### Cell classes on the final placement

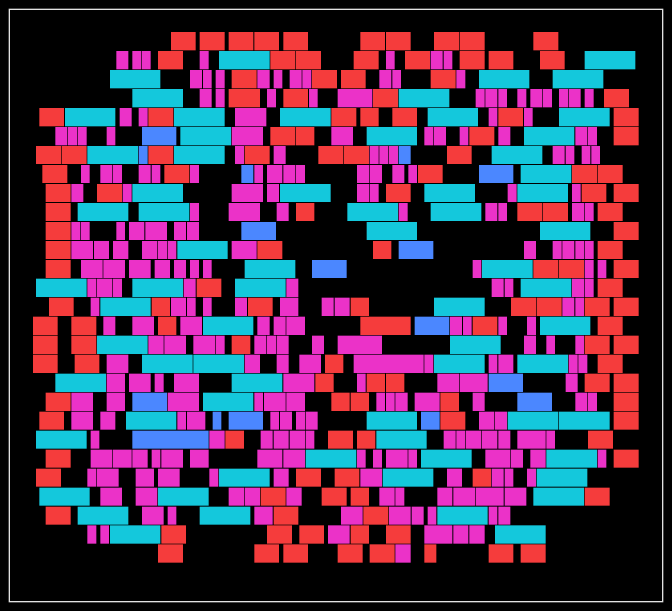
### Gate families picked out

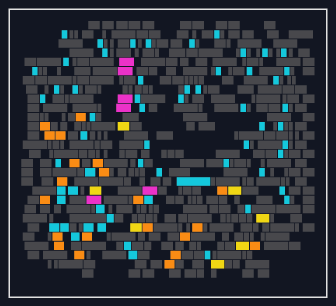
### Sequential cells grouped by signal name

Other sequential cells in the stronger grey, the rest of the logic in the fainter grey.
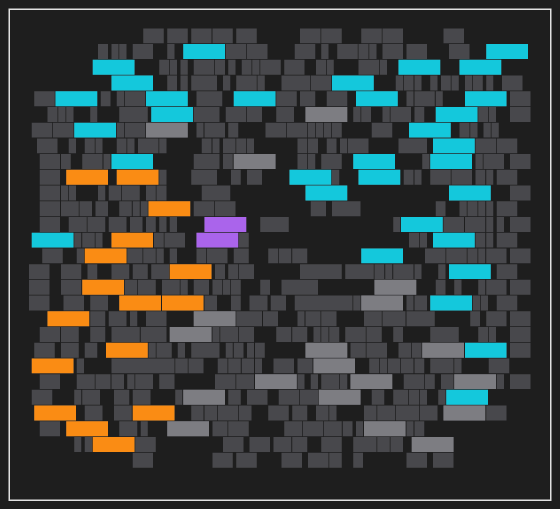
## src/rtl/alu_pkg.sv

```systemverilog
// Shared definitions for the ALU flag consumer: op codes, trap causes and
// the trap controller state encoding.
package alu_pkg;

  localparam logic [3:0] ALUOP_ADD = 4'd5;
  localparam logic [3:0] ALUOP_SUB = 4'd6;

  localparam logic [1:0] CAUSE_NONE = 2'b00;
  localparam logic [1:0] CAUSE_SOV  = 2'b01;
  localparam logic [1:0] CAUSE_UOV  = 2'b10;
  localparam logic [1:0] CAUSE_BOTH = 2'b11;

  typedef enum logic [1:0] {
    ST_IDLE  = 2'd0,
    ST_REQ   = 2'd1,
    ST_FLUSH = 2'd2
  } trap_state_t;

  // Overflow flags only carry meaning for add/subtract.
  function automatic logic is_arith(input logic [3:0] op);
    return (op == ALUOP_ADD) || (op == ALUOP_SUB);
  endfunction

endpackage

```

## src/rtl/sat_counter.sv

```systemverilog
// Event counter that sticks at all-ones instead of wrapping.
module sat_counter #(
  parameter int CNT_WIDTH = 16
) (
  input  logic                 clk,
  input  logic                 rst,
  input  logic                 inc,
  output logic [CNT_WIDTH-1:0] count
);

  always_ff @(posedge clk) begin
    if (rst) begin
      count <= '0;
    end else if (inc && (count != '1)) begin
      count <= count + 1'b1;
    end
  end

endmodule

```

## src/rtl/alu_trap_ctrl.sv

```systemverilog
// Execute/retire-boundary consumer of ALU flags: counts overflow events and
// turns enabled overflows into a held exception request followed by a flush.
//
// Handshake: a bundle on in_valid is taken only in a cycle where stall is low
// (no ready path back from the bundle); exc_req is held high until exc_ack is
// sampled high, after which flush pulses for exactly one cycle.
module alu_trap_ctrl
  import alu_pkg::*;
#(
  parameter int DATA_WIDTH = 32,
  parameter int CNT_WIDTH  = 16
) (
  input  logic                  clk,
  input  logic                  rst,
  input  logic                  in_valid,
  input  logic [3:0]            in_aluop,
  input  logic                  in_zero,
  input  logic                  in_of,
  input  logic                  in_uof,
  input  logic [DATA_WIDTH-1:0] in_pc,
  input  logic [1:0]            trap_en,
  output logic                  stall,
  output logic                  exc_req,
  input  logic                  exc_ack,
  output logic [1:0]            exc_cause,
  output logic [DATA_WIDTH-1:0] exc_epc,
  output logic                  flush,
  output logic                  zero_q,
  output logic [CNT_WIDTH-1:0]  of_cnt,
  output logic [CNT_WIDTH-1:0]  uof_cnt,
  output logic [1:0]            dbg_state
);

  trap_state_t state_q, state_d;

  logic       accept;
  logic       of_qual, uof_qual;
  logic [1:0] trap_cause;
  logic       trap;

  assign accept     = in_valid && (state_q == ST_IDLE);
  assign of_qual    = in_of  && is_arith(in_aluop);
  assign uof_qual   = in_uof && is_arith(in_aluop);
  assign trap_cause = {uof_qual & trap_en[1], of_qual & trap_en[0]};
  assign trap       = |trap_cause;

  always_ff @(posedge clk) begin
    if (rst) begin
      state_q <= ST_IDLE;
    end else begin
      state_q <= state_d;
    end
  end

  // Outputs decode the registered state only, so no input reaches them combinationally.
  always_comb begin
    state_d = state_q;
    exc_req = 1'b0;
    flush   = 1'b0;
    stall   = 1'b0;
    case (state_q)
      ST_IDLE: begin
        if (accept && trap) state_d = ST_REQ;
      end
      ST_REQ: begin
        exc_req = 1'b1;
        stall   = 1'b1;
        if (exc_ack) state_d = ST_FLUSH;
      end
      ST_FLUSH: begin
        flush   = 1'b1;
        stall   = 1'b1;
        state_d = ST_IDLE;
      end
      default: begin
        state_d = ST_IDLE;
      end
    endcase
  end

  always_ff @(posedge clk) begin
    if (rst) begin
      exc_cause <= CAUSE_NONE;
      exc_epc   <= '0;
      zero_q    <= 1'b0;
    end else begin
      if (accept) zero_q <= in_zero;
      if (accept && trap) begin
        exc_cause <= trap_cause;
        exc_epc   <= in_pc;
      end else if (state_q == ST_FLUSH) begin
        exc_cause <= CAUSE_NONE;
      end
    end
  end

  sat_counter #(.CNT_WIDTH(CNT_WIDTH)) u_of_cnt (
    .clk   (clk),
    .rst   (rst),
    .inc   (accept && of_qual),
    .count (of_cnt)
  );

  sat_counter #(.CNT_WIDTH(CNT_WIDTH)) u_uof_cnt (
    .clk   (clk),
    .rst   (rst),
    .inc   (accept && uof_qual),
    .count (uof_cnt)
  );

  assign dbg_state = state_q;

endmodule

```

## config.mk

```make
export PLATFORM = sky130hd
export DESIGN_NAME = alu_trap_ctrl
export DESIGN_NICKNAME = d
export VERILOG_FILES = /design/src/rtl/alu_pkg.sv /design/src/rtl/sat_counter.sv /design/src/rtl/alu_trap_ctrl.sv
export SDC_FILE = /design/constraint.sdc
export NUM_CORES = 1
export LEC_CHECK = 0
export CAP_MARGIN = 20
export CORE_ASPECT_RATIO = 0.9
export CORE_MARGIN = 3
export CORE_UTILIZATION = 43
export CTS_CLUSTER_DIAMETER = 100
export DETAILED_ROUTE_END_ITERATION = 8
export HOLD_SLACK_MARGIN = 0.05
export PLACE_DENSITY = 0.79
export SLEW_MARGIN = 10
export SYNTH_ARGS = -nofsm -noshare
export SYNTH_HDL_FRONTEND = slang
export SYNTH_SLANG_ARGS = --single-unit
```

## constraint.sdc

```tcl
create_clock -name clk -period 2.5 [get_ports clk]
set_input_delay 0.75 -clock clk [delete_from_list [all_inputs] [get_ports clk]]
set_output_delay 0.75 -clock clk [all_outputs]
set_load 0.02 [all_outputs]
```

==> flow_metrics.py <==
# Generated from Yosys and OpenROAD reports
metrics = {
    "outcome": {
        "outcome": "complete, no violations",
    },
    "setup_path": {
        "worst-r2r-cell-count": 9,
        "worst-endpoint-required_ns": 1.75,
        "start_kind": "flip-flop",
        "critPathSlowestCell": "sky130_fd_sc_hd__clkdlybuf4s50_1",
        "path_cells": "inv_1, ha_1, clkdlybuf4s50_1",
        "worst_path_largest_cell_delay_ns": 0.65,
        "timing.critical_path.arrival_ns": 1.64,
        "worstSetupPathType": "reg2out",
    },
    "logic_synthesis": {
        "synth_stat.cells": 352,
        "netlist.top_cell.by_area": "sky130_fd_sc_hd__dfxtp_1",
        "sequential_area_share_after_synthesis_pct": 46.7,
        "synth.avg_cell_area_um2": 8.41,
        "synth.cells.most_frequent": "75 x sky130_fd_sc_hd__nand2_1, 69 x sky130_fd_sc_hd__dfxtp_1, 42 x sky130_fd_sc_hd__a21oi_1",
        "synth-edff-count": 0,
        "netlist_instances": 352,
        "synth.top_cell.area_share_pct": 46.7,
        "synth.cell_area_um2": 2960,
        "yosys_chip_area_um2": 2960,
        "ys_seq_elements": 69,
        "ff_type": "sky130_fd_sc_hd__dfxtp_1",
        "yosysWarnings": 0,
        "postSynth.asyncResetShare_pct": 0,
        "post-synth-top-count-cell": "sky130_fd_sc_hd__nand2_1",
    },
    "detailed_routing": {
        "drtIter0Drc": 79,
        "post_drt_wl_per_cell_um": 13.8,
        "route.detailed.drc": 0,
        "first_pass_iters": 4,
        "overall_routed_net_length_um": 8000,
        "ant_nets": 0,
    },
    "clock_tree": {
        "clock_tree.htree_level_count": 3,
        "tritoncts.num_buffers": 9,
        "clock_tree_from_tritoncts": "built",
        "cts_sinks": 69,
        "cts_root_buf": "sky130_fd_sc_hd__clkbuf_8",
        "clock_tree.buffer_depth": 2,
        "clk_pin_slew_worst_paths_ns": 0.07,
    },
    "timing": {
        "setup_tns_ns": 0,
        "slew_violations": 0,
        "grt_setup_unrepaired": "false",
        "hold_violations": 0,
        "setup_viol_count_final": 0,
        "period_needed_ns": 2.39,
        "holdWs_ns": 0.454,
    },
    "global_route": {
        "grt_max_degree": 33,
        "antenna_found_initial": 0,
        "globalRoute.totalOverflow": 0,
        "first_global_vias": 2880,
    },
    "power_and_ir_drop": {
        "leakage_nw": 1.63,
        "total_power_mw": 2.45,
        "irDropWorstVdd_v": 0.000424,
    },
    "die": {
        "die_h_um": 84.7,
        "floorplan.io_pins": 117,
        "core_util_floorplan_pct": 44.7,
        "floorplan.die_area_um2": 7920,
    },
    "hold_path": {
        "path_type_of_the_worst_min_delay_path": "reg2reg",
    },
    "layout": {
        "fill_cells": 524,
        "diodes": 0,
        "nNetsFinal": 534,
    },
    "flow_run": {
        "timing.max_cap.violations": 0,
    },
    "placement": {
        "port_buffers": 116,
    },
}
-- 'Cell classes on the final placement' (at the start) --
| colour | class | cells | share of their area |
|---|---|---|---|
| red | other buffers and delay cells | 137 | 30% |
| blue | clock drivers and dummy loads | 16 | 4.4% |
| cyan | flip-flops | 69 | 31% |
| magenta | all other logic | 266 | 34% |
sequential share of cell area: 30.5%
Final Instance Area: 4530 um^2
core area: 6620 um^2
final core occ: 68.4%
std cell rows: 28

-- 'Gate families picked out' (at the start) --
| colour | family | cells |
|---|---|---|
| magenta | adder and majority cells | 6 |
| orange | XOR/XNOR gates | 21 |
| yellow | multiplexers | 7 |
| cyan | inverting AOI/OAI gates | 59 |

-- 'Sequential cells grouped by signal name' (at the start) --
| colour | netlist name | placed flops |
|---|---|---|
| purple | exc_cause | 2 |
| orange | u_of_cnt.count | 16 |
| cyan | exc_epc | 32 |
sequential-cell power consumption: 1.14 mW
sequential cell area in the final layout: 1380 um^2

final timing paths:
kind	from	end	slack, ns
worst max register to register	dbg_state[0]	u_uof_cnt.count[8]	0.46
worst min register to register	exc_epc[8]	exc_epc[8]	0.45
worst max-delay path	dbg_state[0]	flush	0.11
worst min-delay path	exc_epc[8]	exc_epc[8]	0.45
routing by layer:
layer  GRT usage (%)  up-vias  wire (um)
met3            7.17       11        577
met2            34.4      112       3830
li1                -     1478          -
met5               0        -          0
met4            6.66        0         89
met1            27.0     1355       3510
placed cells by master, fill, tap and decap left out, drive strengths merged, types with 9 or more instances in the layout:
master / Yosys / routed
nor3: 9 / 9
clkbuf: 15 / 12
nand4: 10 / 10
buf: 2 / 22
dfxtp: 69 / 69
nor2: 33 / 33
xor2: 17 / 17
clkdlybuf4s50: 0 / 114
a21oi: 42 / 42
nand3: 13 / 13
nand2: 75 / 75
cells by family (layout without fill, tap and decap cells):
kind of cell,after synthesis,in the layout,share of synthesized area [%]
AOI/OAI and AO/OA,61,61,12.6
adders and majority gates,6,6,2.54
buffers and inverters,20,156,2.54
and+or+nand+nor,168,168,26.9
muxes,7,7,2.54
DFF,69,69,46.7
xor gates and xnor gates,21,21,6.21
critical path: cells and delay by family, from the launching register on:
kind	cells	cell delay, ns
fa+ha+maj	1	0.21
buf+inv	2	0.76
flops	1	0.34
what timing repair did:
item,CTS,global route
resized,0,1
buffers inserted,0,0
setup endpoints to repair,0,1
through the flow:
step                      instances  util, %  setup WS (ns)  area, um^2
final                           578     68.4          0.115        4530
after CTS                       578     68.4        0.00609        4530
after detailed placement        562     65.5         -0.187        4340
after floorplan                 352        -          0.338        2960
after global routing            578     68.4         0.0214        4530
after global placement          562     65.5         -0.163        4340
power breakdown:
group / switching (mW) / total, mW / internal [mW]
Combinational: 0.208 / 0.425 / 0.217
Sequential: 0.0193 / 1.14 / 1.12
Clock: 0.396 / 0.881 / 0.485
Total: 0.623 / 2.45 / 1.83
state kept, by name (all words and copies together) (netlist names):
register         flops
exc_epc             32
u_uof_cnt.count     16
dbg_state            2
u_of_cnt.count      16
zero_q               1
exc_cause            2
cell type report:
| type | instances | area (um^2) | area share, % |
|---|---|---|---|
| multi-input cells | 263 | 1500 | 33.2 |
| clock buffers | 12 | 145 | 3.20 |
| repair buffers | 137 | 1330 | 29.3 |
| flip-flops and latches | 69 | 1380 | 30.5 |
| well taps | 90 | 113 | 2.49 |
| inverters | 3 | 11.3 | 0.249 |
| clock inverters | 4 | 47.5 | 1.05 |
Power is estimated from default activity; no workload was simulated.
